===== config.mk =====
export PLATFORM = sky130hd
export DESIGN_NAME = seq_shift_add_multiplier
export DESIGN_NICKNAME = d
export VERILOG_FILES = /design/src/rtl/seq_shift_add_multiplier.sv
export SDC_FILE = /design/constraint.sdc
export NUM_CORES = 1
export LEC_CHECK = 0
export ABC_AREA = 1
export CORE_UTILIZATION = 40
export CTS_CLUSTER_DIAMETER = 150
export DETAILED_ROUTE_END_ITERATION = 10
export MAX_ROUTING_LAYER = met4
export SETUP_SLACK_MARGIN = 0.15
export SLEW_MARGIN = 10
export SYNTH_ARGS = -nofsm -noshare
export SYNTH_HDL_FRONTEND = slang
export SYNTH_SLANG_ARGS = --single-unit

===== constraint.sdc =====
create_clock -name clk -period 3 [get_ports clk]
set_clock_uncertainty 0.05 [all_clocks]
set_input_delay 0.6 -clock clk [delete_from_list [all_inputs] [get_ports clk]]
set_output_delay 0.6 -clock clk [all_outputs]
set_load 0.1 [all_outputs]

===== src/rtl/seq_shift_add_multiplier.sv =====
// seq_shift_add_multiplier: MxQ multiplier retiring one multiplier bit per cycle through a single adder/subtractor
module seq_shift_add_multiplier #(
  parameter int M_WIDTH = 3,
  parameter int Q_WIDTH = 2
) (
  input  logic                       clk,
  input  logic                       rstN,
  input  logic                       start,
  input  logic                       signedMode,
  input  logic [M_WIDTH-1:0]         m,
  input  logic [Q_WIDTH-1:0]         q,
  output logic                       busy,
  output logic                       done,
  output logic [M_WIDTH+Q_WIDTH-1:0] product
);
  localparam int P = M_WIDTH + Q_WIDTH;
  localparam int CW = $clog2(Q_WIDTH);
  localparam logic [CW-1:0] LAST = CW'(Q_WIDTH - 1);
  typedef enum logic [1:0] {IDLE, RUN, DONE} state_t;
  state_t             r_state;
  logic [M_WIDTH-1:0] r_m;
  logic [Q_WIDTH-1:0] r_q;
  logic               r_signed;
  logic [CW-1:0]      r_cnt;
  logic [P-1:0]       r_acc;
  logic [P-1:0]       r_product;
  logic               r_busy;
  logic               r_done;
  logic [P-1:0]       w_ext;
  logic [P-1:0]       w_addend;
  logic [P-1:0]       w_acc_next;
  logic               w_last;
  always_comb begin
    w_last     = r_cnt == LAST;
    w_ext      = {{Q_WIDTH{r_signed & r_m[M_WIDTH-1]}}, r_m};
    w_addend   = w_ext << r_cnt;
    // the top multiplier bit carries negative weight in two's complement
    w_acc_next = !r_q[r_cnt] ? r_acc : (w_last && r_signed) ? r_acc - w_addend : r_acc + w_addend;
  end
  always_ff @(posedge clk or negedge rstN) begin
    if (!rstN) begin
      r_state   <= IDLE;
      r_m       <= '0;
      r_q       <= '0;
      r_signed  <= 1'b0;
      r_cnt     <= '0;
      r_acc     <= '0;
      r_product <= '0;
      r_busy    <= 1'b0;
      r_done    <= 1'b0;
    end else begin
      case (r_state)
        RUN: begin
          r_acc <= w_acc_next;
          r_cnt <= r_cnt + CW'(1);
          if (w_last) begin
            r_product <= w_acc_next;
            r_done    <= 1'b1;
            r_busy    <= 1'b0;
            r_state   <= DONE;
          end
        end
        default: begin
          r_done <= 1'b0;
          if (start) begin
            r_m      <= m;
            r_q      <= q;
            r_signed <= signedMode;
            r_acc    <= '0;
            r_cnt    <= '0;
            r_busy   <= 1'b1;
            r_state  <= RUN;
          end else begin
            r_state <= IDLE;
          end
        end
      endcase
    end
  end
  assign busy    = r_busy;
  assign done    = r_done;
  assign product = r_product;
endmodule


==> flow_metrics.rpt <==
PHYSICAL IMPLEMENTATION REPORT
----------------------------------------------------
[GRT]
  Number of antenna violations at the first check in global routing ........................ 0
  Vias in the first global route ........................ 776
  Maximum number of pins on one net before global-route repair ........................ 21
  First-pass GRT wire length ........................ 3340 um
  Global-route total usage across every layer ........................ 16.8%
  Total overflow reported by the global router ........................ 0

[Yosys]
  Sequential-to-total area share from yosys stat ........................ 45.2%
  Post-synthesis instance area ........................ 1110 um2
  Yosys-reported design area after synthesis ........................ 1110 um2
  Share of synthesized registers carrying an async set or reset ........................ 100%
  Main flop type ........................ dfrtp_1
  Yosys cell count ........................ 131
  Avg Synthesized Cell Area ........................ 8.44 um2
  EDFF count, synth ........................ 0
  Cell count after synthesis ........................ 131
  Warning count from the yosys run ........................ 0
  Unique masters post-synth ........................ 21
  Post-synth regs ........................ 20
  Floorplan Nets ........................ 146

[Cells and area]
  Area growth from synthesis to layout ........................ 18.3%
  Net total in the final layout ........................ 166
  Post-route cell area ........................ 1310 um2
  Fraction of layout cells with a size suffix above 1 ........................ 16.0%
  Number of antenna diodes ........................ 0
  Non-filler cells in the finished layout ........................ 180

[Hold path]
  Hold Path Class ........................ reg -> reg
  Number of stages on the worst hold path ........................ 2
  Hold worst-path end ........................ product[3]
  Hold_sp ........................ product[3]

[STA]
  Worst hold margin ........................ 0.454 ns
  Worst-Margin Slew ........................ 0.883 ns
  Final min period ........................ 2.36 ns
  Fin. Hold Viols ........................ 0
  Final slew viol count ........................ 0
  Setup repair after global routing missed its margin ........................ false
  Worst slew margin ........................ 40.9%
  Final-report setup violation count ........................ 0
  Share of the clock period used by the worst path after layout ........................ 78.7%
  Total negative slack for setup checks ........................ 0 ns
  Achievable clock frequency ........................ 424 MHz

[Clock tree]
  Number of buffers created by CTS ........................ 3
  Number of buffers inserted for hold repair after clock tree synthesis ........................ 0
  Clock tree from TritonCTS ........................ built
  Number of gates given a new drive strength after cts ........................ 0
  Level count of the clock H-tree ........................ 1
  Clock buffer depth ........................ 2
  Buffer count from post-CTS setup fixing ........................ 0
  Clock latency of the later-clocked register in the worst-skew pair ........................ 0.30 ns
  Buffer type at the clock tree root ........................ clkbuf_4
  Clock Sinks ........................ 20
  Clock-pin slew on the worst setup and hold paths ........................ 0.11 ns

[Worst setup path]
  Worst Reg2Reg Path Length in Cells ........................ 17
  Reg-to-reg setup timing slack ........................ 0.64 ns
  CP arrival ........................ 2.50 ns
  Capture point of the worst reg-to-reg path ........................ product[4]
  Launch instance of the worst register-to-register path ........................ r_m[0]
  Library cell appearing most often on the critical path ........................ nand2_1
  Crit path cell chain ........................ inv_1, nor2_1, inv_1, ha_1, nand2_1, o21ai_0, fa_1, inv_1, nand3_1, nand2_1, inv_1, nand2_1, nand3_1, nand2_1, nand2_1, nand2_1, nand2_1
  Critical path's largest stage delay ........................ 0.45 ns
  Number of buffer and inverter instances along the worst setup path ........................ 4
  Critical-path maximum fanout ........................ 4
  Slowest stage cell on the critical path ........................ fa_1
  Crit-path leading delay family ........................ adder cells
  Crit Path Category ........................ reg -> reg
  Endpoint class of the critical path ........................ flip-flop
  Data required, critical path ........................ 3.14 ns
  Startpoint types ........................ flip-flop

[Floorplanning]
  Core Density at Floorplan ........................ 43.5%
  Chip Width ........................ 54.6 um
  Die area ........................ 2980 um2
  Placement row count ........................ 18
  Ports ........................ 16
  Core Area ........................ 2540 um2
  Height of the chip ........................ 54.6 um

[Routing]
  DR iter-0 viols ........................ 10
  Post-route ant nets ........................ 0
  Length of the first detailed-routing pass in iterations ........................ 3
  Vias per Instance ........................ 4.86
  Routed wirelength normalized by instance count ........................ 11.2 um
  Post-route DRC violation count ........................ 0

[Run]
  Tool warning count ........................ 26
  Maximum Capacitance Violations ........................ 0

[Placed design]
  Port-buffer cells ........................ 15
  RD Place Congestion ........................ 0.828
  Placed Area ........................ 1270 um2
  Placed cells ........................ 176
  Detailed placer's ending HPWL ........................ 1590 um

[Run status]
  Run status ........................ completed

----------------------------------------------------
[state kept, by name (all words and copies together), names as in the netlist]
| name | flops |
|---|---|
| busy | 1 |
| product | 5 |
| r_acc | 5 |
| r_cnt | 1 |
| r_m | 3 |
| r_q | 2 |
| r_signed | 1 |
| r_state | 2 |
[layer usage]
layer / part of all wire [%] / routed length, um / vias to the layer above / track usage (%)
li1: - / - / 461 / -
met3: 2.8 / 57 / 4 / 5.56
met4: 1.9 / 39 / 0 / 6.84
met2: 46 / 917 / 8 / 24.5
met5: 0 / 0 / - / -
met1: 50 / 996 / 402 / 21.3
[final cells by class]
type,instances,area (um2)
multi-input cells,90,517
well taps,30,37.5
flip-flops and latches,20,500
inverters,20,77.6
clock buffers,4,36.3
fillers,259,1240
repair buffers,16,140
[layout by cell type, fill, tap and decap left out, drive strengths merged]
master         Yosys  layout
buf                1       8
o22ai              3       3
clkbuf             0       4
nand4              1       1
nand3              7       7
o21ai             16      16
fa                 1       1
clkdlybuf4s50      0       8
nor2              10      10
inv               20      20
dfrtp             20      20
xnor2              1       1
ha                 5       5
nand2             37      37
mux2               4       4
or2                1       1
a21oi              4       4
[synth_stat cells (2+ instances only)]
cell,count,area share [%]
mux2_1,4,4.1
dfrtp_1,20,45
o22ai_1,3,1.7
nand2_1,32,11
ha_1,5,5.7
nor2_4,2,2.0
inv_2,3,1.0
o21ai_1,11,5.0
nor2_1,8,2.7
o21ai_0,5,2.3
a21oi_1,4,1.8
inv_1,16,5.4
nand3_1,7,3.2
nand2_2,3,1.7
nand2_4,2,2.0
[kinds of logic after synthesis]
family	Yosys count	share of synthesized area [%]
simple gates	56	23.6
compound gates	23	10.7
buf+inv	21	8.03
flops	20	45.2
fa+ha+maj	6	7.47
mux	4	4.07
xor+xnor	1	0.792
[per-stage QoR]
step,util (%),setup WS (ns)
final,51.4,0.640
after CTS,51.4,0.623
after global routing,51.4,0.341
after global placement,50.0,0.689
after detailed placement,50.0,0.651
after floorplan,-,0.745
[worst reg2reg max path: cells and delay by family, from the launching register on]
kind                       cells  cell delay, ns
buffers and inverters          4            0.25
AOI/OAI and AO/OA              1            0.13
and+or+nand+nor               10            0.72
DFF                            1            0.37
adders and majority gates      2            0.73
[worst max path at each step]
stage | startpoint | endpoint | cells past startpoint
after floorplan | r_cnt | r_acc[4] | 17
after global placement | r_m[0] | product[4] | 17
after detailed placement | r_m[0] | product[4] | 17
after CTS | r_m[0] | product[4] | 17
after global routing | r_m[0] | product[4] | 17
final | r_m[0] | product[4] | 17
==> images/m1.png <==
(6 px per um) Supply wires on this layer in grey.
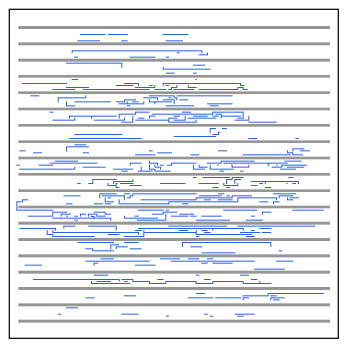
nets with wire on the layer: 151
longest straight run: 21.6 um

==> images/m2.png <==
(4 px per um) Cells faint in the background.
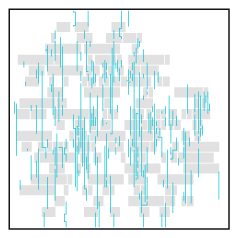
share of all routed wire: 46%
main direction: vertical
nets with wire on the layer: 135

==> images/m3.png <==
(6 px per um)
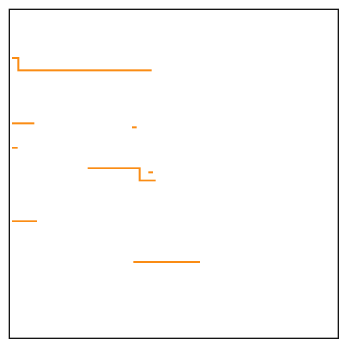
share of all routed wire: 2.9%
longest straight run: 22.1 um
wire length on this layer: 57.4 um
total via count in the routed design: 875
Total Wirelength: 2010 um

